==> images/layer_met2.png <==
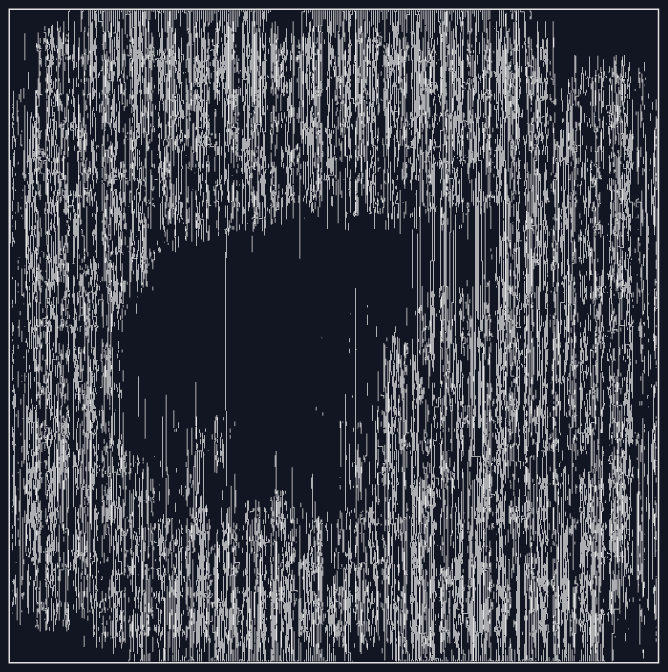
==> images/cell_density.png <==
31 x 31 tiles, from white (low) to dark blue (high), 0 to 100% covered.
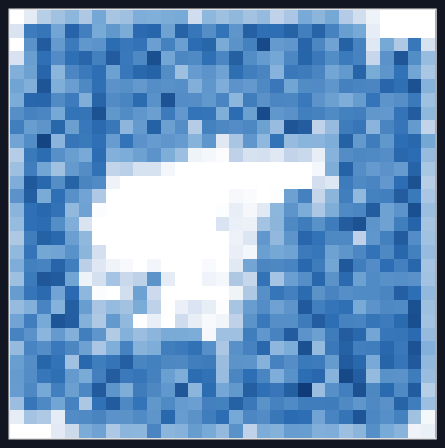
==> images/wires.png <==
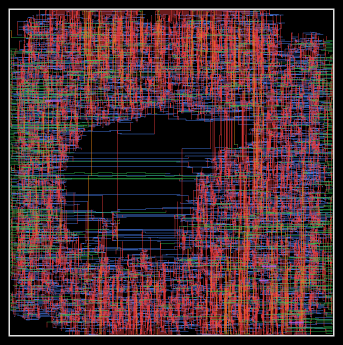
==> images/logic_types.png <==
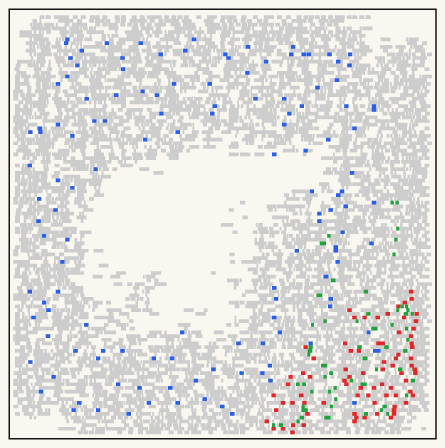
<file path="config.mk">
export PLATFORM = sky130hd
export DESIGN_NAME = key_extract_reli_tx
export DESIGN_NICKNAME = d
export VERILOG_FILES = /design/src/rtl/key_extract_reli_tx_pkg.sv /design/src/rtl/key_extract_reli_tx_skid_buf.sv /design/src/rtl/key_extract_reli_tx.sv
export SDC_FILE = /design/constraint.sdc
export NUM_CORES = 2
export LEC_CHECK = 0
export CORE_AREA = 2 2 310 312
export CTS_CLUSTER_DIAMETER = 60
export CTS_CLUSTER_SIZE = 10
export DETAILED_ROUTE_END_ITERATION = 10
export DIE_AREA = 0 0 312 314
export PLACE_DENSITY = 0.69
export SLEW_MARGIN = 20
export SYNTH_ARGS = -nofsm -noshare
export SYNTH_HDL_FRONTEND = slang
export SYNTH_HIERARCHICAL = 1
export SYNTH_SLANG_ARGS = --single-unit
</file>
<file path="constraint.sdc">
create_clock -name clk -period 2.8 [get_ports clk]
set_input_delay 0.28 -clock clk [delete_from_list [all_inputs] [get_ports clk]]
set_output_delay 0.28 -clock clk [all_outputs]
set_load 0.005 [all_outputs]
</file>
<file path="src/rtl/key_extract_reli_tx_pkg.sv">
// Shared definitions for the reliable-TX lookup path: property bit positions,
// default field offsets and the key type encodings used by the table and the action block.
package key_extract_reli_tx_pkg;

   localparam int PROP_DAT_BIT   = 0;
   localparam int PROP_NACK_BIT  = 1;
   localparam int PROP_LOCAL_BIT = 2;
   localparam int PROP_WIDTH     = 3;

   localparam int DEF_DST_IP_NO         = 104;
   localparam int DEF_SRC_IP_NO         = 0;
   localparam int DEF_IP_WIDTH          = 128;
   localparam int DEF_RSIP_INDEX_NO     = 241;
   localparam int DEF_RSIP_INDEX_WIDTH  = 5;
   localparam int DEF_PKT_PROPERTY_NO   = 246;

   typedef enum logic [1:0] {
      KEY_TYPE_MISS = 2'd0,
      KEY_TYPE_DAT  = 2'd1,
      KEY_TYPE_NACK = 2'd2
   } key_type_e;

   typedef enum logic [1:0] {
      SKID_EMPTY = 2'd0,
      SKID_ONE   = 2'd1,
      SKID_FULL  = 2'd2
   } skid_state_e;

   // DAT has priority over NACK; both require the LOCAL bit
   function automatic key_type_e classify(input logic [PROP_WIDTH-1:0] prop);
      if (prop[PROP_DAT_BIT] && prop[PROP_LOCAL_BIT]) begin
         return KEY_TYPE_DAT;
      end else if (prop[PROP_NACK_BIT] && prop[PROP_LOCAL_BIT]) begin
         return KEY_TYPE_NACK;
      end
      return KEY_TYPE_MISS;
   endfunction

endpackage

</file>
<file path="src/rtl/key_extract_reli_tx_skid_buf.sv">
// Two-entry valid/ready register slice; in_ready depends only on the registered
// state, so there is no combinational path from out_ready back to the producer.
module reli_tx_skid_buf
   import key_extract_reli_tx_pkg::*;
#(
   parameter int DATA_WIDTH = 8
) (
   input  logic                  clk,
   input  logic                  rst,
   input  logic [DATA_WIDTH-1:0] in_data,
   input  logic                  in_valid,
   output logic                  in_ready,
   output logic [DATA_WIDTH-1:0] out_data,
   output logic                  out_valid,
   input  logic                  out_ready
);

   skid_state_e           state, state_next;
   logic [DATA_WIDTH-1:0] out_q, skid_q;
   logic                  push, pop;
   logic                  load_out_in, load_out_skid, load_skid;

   assign in_ready  = (state != SKID_FULL) && !rst;
   assign out_valid = (state != SKID_EMPTY);
   assign out_data  = out_q;
   assign push      = in_valid && in_ready;
   assign pop       = out_valid && out_ready;

   always_comb begin
      state_next    = state;
      load_out_in   = 1'b0;
      load_out_skid = 1'b0;
      load_skid     = 1'b0;
      case (state)
         SKID_EMPTY: begin
            if (push) begin
               state_next  = SKID_ONE;
               load_out_in = 1'b1;
            end
         end
         SKID_ONE: begin
            if (push && pop) begin
               load_out_in = 1'b1;
            end else if (push) begin
               state_next = SKID_FULL;
               load_skid  = 1'b1;
            end else if (pop) begin
               state_next = SKID_EMPTY;
            end
         end
         SKID_FULL: begin
            if (pop) begin
               state_next    = SKID_ONE;
               load_out_skid = 1'b1;
            end
         end
         default: state_next = SKID_EMPTY;
      endcase
   end

   always_ff @(posedge clk) begin
      if (rst) begin
         state <= SKID_EMPTY;
      end else begin
         state <= state_next;
      end
   end

   // Output data holds its last value after a pop; only out_valid matters then
   always_ff @(posedge clk) begin
      if (rst) begin
         out_q  <= '0;
         skid_q <= '0;
      end else begin
         if (load_out_in) begin
            out_q <= in_data;
         end else if (load_out_skid) begin
            out_q <= skid_q;
         end
         if (load_skid) begin
            skid_q <= in_data;
         end
      end
   end

endmodule

</file>
<file path="src/rtl/key_extract_reli_tx.sv">
// Lookup-key extractor for the reliable-TX match-action stage: classifies each
// metadata beat, builds the typed key and queues {type, key, metadata} through a skid buffer.
module key_extract_reli_tx
   import key_extract_reli_tx_pkg::*;
#(
   parameter int PKT_METADATA_WIDTH = 274,
   parameter int KEY_WIDTH          = 133,
   parameter int DST_IP_NO          = DEF_DST_IP_NO,
   parameter int SRC_IP_NO          = DEF_SRC_IP_NO,
   parameter int IP_WIDTH           = DEF_IP_WIDTH,
   parameter int RSIP_INDEX_NO      = DEF_RSIP_INDEX_NO,
   parameter int RSIP_INDEX_WIDTH   = DEF_RSIP_INDEX_WIDTH,
   parameter int PKT_PROPERTY_NO    = DEF_PKT_PROPERTY_NO,
   parameter int NACK_USE_SRC       = 1,
   parameter int FORWARD_MISS       = 1,
   parameter int CNT_WIDTH          = 32
) (
   input  logic                          clk,
   input  logic                          rst,
   input  logic [PKT_METADATA_WIDTH-1:0] s_pkt_metadata_info,
   input  logic                          s_pkt_metadata_valid,
   output logic                          s_pkt_metadata_ready,
   output logic [KEY_WIDTH-1:0]          m_key_info,
   output logic [1:0]                    m_key_type,
   output logic [PKT_METADATA_WIDTH-1:0] m_key_metadata,
   output logic                          m_key_valid,
   input  logic                          m_key_ready,
   input  logic                          stat_clr,
   output logic [CNT_WIDTH-1:0]          stat_dat_cnt,
   output logic [CNT_WIDTH-1:0]          stat_nack_cnt,
   output logic [CNT_WIDTH-1:0]          stat_miss_cnt
);

   localparam int PAYLOAD_WIDTH = 2 + KEY_WIDTH + PKT_METADATA_WIDTH;

   logic [PROP_WIDTH-1:0]       prop;
   logic [RSIP_INDEX_WIDTH-1:0] rsip_index;
   logic [IP_WIDTH-1:0]         dst_ip, src_ip;
   key_type_e                   beat_type;
   logic [KEY_WIDTH-1:0]        beat_key;
   logic                        emit, accept;
   logic [PAYLOAD_WIDTH-1:0]    in_payload, out_payload;

   assign prop       = s_pkt_metadata_info[PKT_PROPERTY_NO +: PROP_WIDTH];
   assign rsip_index = s_pkt_metadata_info[RSIP_INDEX_NO +: RSIP_INDEX_WIDTH];
   assign dst_ip     = s_pkt_metadata_info[DST_IP_NO +: IP_WIDTH];
   assign src_ip     = s_pkt_metadata_info[SRC_IP_NO +: IP_WIDTH];

   always_comb begin
      beat_type = classify(prop);
      beat_key  = '0;
      case (beat_type)
         KEY_TYPE_DAT: begin
            beat_key[IP_WIDTH-1:0]                   = dst_ip;
            beat_key[IP_WIDTH +: RSIP_INDEX_WIDTH]   = rsip_index;
         end
         KEY_TYPE_NACK: begin
            beat_key[IP_WIDTH-1:0]                   = (NACK_USE_SRC != 0) ? src_ip : dst_ip;
            beat_key[IP_WIDTH +: RSIP_INDEX_WIDTH]   = rsip_index;
         end
         default: beat_key = '0;
      endcase
   end

   // Dropped miss beats are still consumed (and counted), just never queued
   assign emit       = (beat_type != KEY_TYPE_MISS) || (FORWARD_MISS != 0);
   assign accept     = s_pkt_metadata_valid && s_pkt_metadata_ready;
   assign in_payload = {beat_type, beat_key, s_pkt_metadata_info};

   reli_tx_skid_buf #(
      .DATA_WIDTH (PAYLOAD_WIDTH)
   ) u_skid_buf (
      .clk       (clk),
      .rst       (rst),
      .in_data   (in_payload),
      .in_valid  (s_pkt_metadata_valid && emit),
      .in_ready  (s_pkt_metadata_ready),
      .out_data  (out_payload),
      .out_valid (m_key_valid),
      .out_ready (m_key_ready)
   );

   assign m_key_type     = out_payload[PAYLOAD_WIDTH-1 -: 2];
   assign m_key_info     = out_payload[PKT_METADATA_WIDTH +: KEY_WIDTH];
   assign m_key_metadata = out_payload[PKT_METADATA_WIDTH-1:0];

   // A clear wins over a coincident increment; the coinciding beat is not counted
   always_ff @(posedge clk) begin
      if (rst || stat_clr) begin
         stat_dat_cnt  <= '0;
         stat_nack_cnt <= '0;
         stat_miss_cnt <= '0;
      end else if (accept) begin
         case (beat_type)
            KEY_TYPE_DAT:  stat_dat_cnt  <= stat_dat_cnt + CNT_WIDTH'(1);
            KEY_TYPE_NACK: stat_nack_cnt <= stat_nack_cnt + CNT_WIDTH'(1);
            default:       stat_miss_cnt <= stat_miss_cnt + CNT_WIDTH'(1);
         endcase
      end
   end

endmodule

</file>
==> flow_summary.ini <==
; implementation run metrics
[worst_setup_path]
end_kind = output pin
cp.arrival_ps = 2080
critPathKind = flop to output pin
crit_path_start_kind = flop
cp.required_ps = 2520
worstPathMaxFanout = 5
rr_worst_depth = 8

[floorplanning]
core.rowCount = 113
die_w_um = 312
die_h_um = 314
fp_util = 0.4172
ios = 786
chipArea_mm2 = 0.09797

[global_routing]
grt_max_degree = 184
grt_overflow_total = 0
grt_first_pass_wirelength_mm = 226.3
antenna_found_initial = 31
first_global_vias = 36480

[synthesis]
synthCells = 4887
top_cell = dfxtp_1
ff_type = dfxtp_1
yosysCellCount = 4887
yosys.area.top_type_share = 0.4654
synth.area.top_cells = dfxtp_1, a311oi_1, nand2_1
synth_flops = 916
synth_chip_area_mm2 = 0.03940
netlist_area_mm2 = 0.03940
edf_count = 0
async_flop_share = 0
avgSynthCellArea_um2 = 8.063
ys_warn_count = 6
ys_seq_frac = 0.4654
yosysTopAreaCell = dfxtp_1
top_cells_by_count = dfxtp_1, nand2_1, nand3_1, nor3_1, a21oi_1
fp_nets = 5169
netlist-cell-type-count = 47

[route]
routed.top_layer = met5
first_pass_iters = 8
postRouteAntennaNets = 0
drt_iter0_drc = 4726
met2_wirelength_mm = 69.49
drc = 0
met3WireLength_mm = 13.49

[cts]
clock_sinks = 916
htreeDepth = 3
clk_pin_slew_worst_paths_ps = 60
post_cts_resize_count = 0
post_cts_buffers = 0
cts-buffers-inserted = 104
clock-root-buffer = clkbuf_16
clkLatencyLatePin_ps = 690
cts_hold_buf = 0
clock_path_buffers = 3
cts_tree = built

[sta]
maxSlewHeadroom = 0.3312
hold_viol_final = 0
tightest_slew_ps = 1003
layout_min_cycle_time_ps = 2362
worst_clock_skew_ps = 21.98
setup_violations = 0
fin_ws_ps = 438.1
grt_setup_unrepaired = false
fmax_mhz = 423.4
fin_tns_setup_ps = 0
slew_violations = 0

[layout]
layout-drive-gt1-share = 0.05047
nets = 5635
n_fill_cell = 8721

[power]
p_leak_uw = 0.01635
power_density_mw_per_mm2 = 586.5
ir_drop_mv = 0.4567

[placement]
gp_congestion = 0.9327
pre_cts_slack_ps = 130.6
portBuffers = 785
dp_hpwl_mm = 97.32

[flow_run]
drv_cap = 0
warnings = 47

[worst_hold_path]
hold_path_depth = 5
hp-class = input pin to flop

[run_status]
status = completed
Notes on layer_met2.png above:
The layer carries 69.5 mm of wire. 4,624 nets have wire on it. The wires run mostly vertical.

Notes on cell_density.png above:
The mean over all tiles is 51%. 14% of the tiles are over 75% full. The emptiest ninth of the die: middle. 11% of the tiles are nearly empty. The fullest tile reaches 96%.

Notes on wires.png above:
Key: metal 5 = purple [wire length 46.0 um]; metal 3 = green [wire length 13,500 um]; metal 2 = red [wire length 69.5 mm]; metal 1 = blue [wire length 61.8 mm]; metal 4 = orange [wire length 6,030 um]
detailed-route via count: 40,080
DRT Wirelength: 150.9 mm
Avg WL per Cell: 22.65 um
total track usage: 0.2888

Notes on logic_types.png above:
Key: non-inverting ao/oa cells = blue [cells 133, most used a22o_1, where spread over the die]; and/or cells = green [cells 62, most used and3_1, where bottom right]; xor and xnor cells = red [cells 79, most used xnor2_1, where bottom right]
combinational share of cell area: 0.3649
Top cell excl fill/tap: dfxtp_1
non-filler cells, final: 6,662

[kinds of logic (layout without fill, tap and decap cells)]
logic type | after synthesis | in the layout | share of synthesized area
and+or+nand+nor | 1942 | 1942 | 0.2249
buffers and inverters | 559 | 1042 | 0.06262
other | 0 | 27 | 0
muxes | 3 | 3 | 0.0007621
DFF | 916 | 916 | 0.4654
adders and majority gates | 3 | 3 | 0.0009527
AOI/OAI and AO/OA | 1385 | 1385 | 0.2279
xor gates and xnor gates | 79 | 79 | 0.01756
[cell usage in the layout (no fill, tap or decap), types with 5 or more instances in the layout]
cell type        Yosys  layout
nor3_1             422     422
clkdlybuf4s50_1      0     784
nor3_2               6       6
xnor2_1             40      40
and2_1              13      12
and3_1              15      15
a22o_1             128     128
a311oi_1           409     409
clkbuf_1           345       7
inv_6                0       5
a21oi_1            420     420
nand2_1            857     857
diode_2              0      27
xor2_1              39      39
or3_1               10      10
nand4_1             28      28
inv_1                9       9
nor4_1              12      12
dfxtp_1            916     916
clkbuf_16            0     104
buf_4               11      59
o21ai_0            418     418
nor2_1              96      96
and4_1              13      13
nand3_1            442     442
buf_12               0      66
[sequential cells by signal, indices dropped and copies added, names as in the netlist]
signal and flops:
u_skid_buf/skid_q 409, u_skid_buf/out_data 409, stat_miss_cnt 32, u_skid_buf/state 2, stat_nack_cnt 32, stat_dat_cnt 32
[where the power goes]
part / switching (uW) / internal, uW / leakage, uW
Combinational: 2190 / 1720 / 0.00752
Sequential: 345 / 13500 / 0.00745
Clock: 5370 / 6800 / 0.00138
Total: 7900 / 22100 / 0.0164
[layer usage]
metal	vias to the layer above	track usage
li1	18620	-
met1	19410	0.3791
met2	1778	0.4505
met3	267	0.06996
met4	8	0.1293
met5	-	0
[stage by stage]
stage | power (uW) | utilization | area [um2] | instances | hold slack [ps]
detailed placement | 18020 | 0.5106 | 48230 | 6512 | 466.3
CTS | 30090 | 0.5404 | 51040 | 6635 | 122.2
global route | 30940 | 0.5409 | 51080 | 6653 | 168.3
finish | 29970 | 0.5411 | 51100 | 6662 | 172.2
global placement | 18000 | 0.5106 | 48230 | 6512 | 459.9
floorplan | 15740 | - | 39400 | 4887 | 427.7
[final cells by class]
class | instances | area [um2] | share of cell area
clock inverter | 11 | 167.7 | 0.003281
timing repair buffer | 910 | 9627 | 0.1884
antenna | 27 | 67.56 | 0.001322
sequential | 916 | 18340 | 0.3588
inverter | 9 | 33.78 | 0.0006611
multi-input combinational | 3412 | 18650 | 0.3649
clock buffer | 112 | 2643 | 0.05171
tap | 1265 | 1583 | 0.03097
[critical path, stage by stage, from the launching register on]
cell and delay, ps:
dfxtp_1 310, nor2b_1 150, nor2_1 320, clkdlybuf4s50_1 630
[final timing paths]
kind | startpoint | endpoint | slack, ps
max | u_skid_buf/state[1] | s_pkt_metadata_ready | 440
min reg2reg | u_skid_buf/skid_q[372] | u_skid_buf/out_data[372] | 460
min | rst | u_skid_buf/skid_q[103] | 170
max reg2reg | u_skid_buf/state[1] | stat_miss_cnt[23] | 520
Power figures rest on the tool's default switching activity, not on a simulated workload.
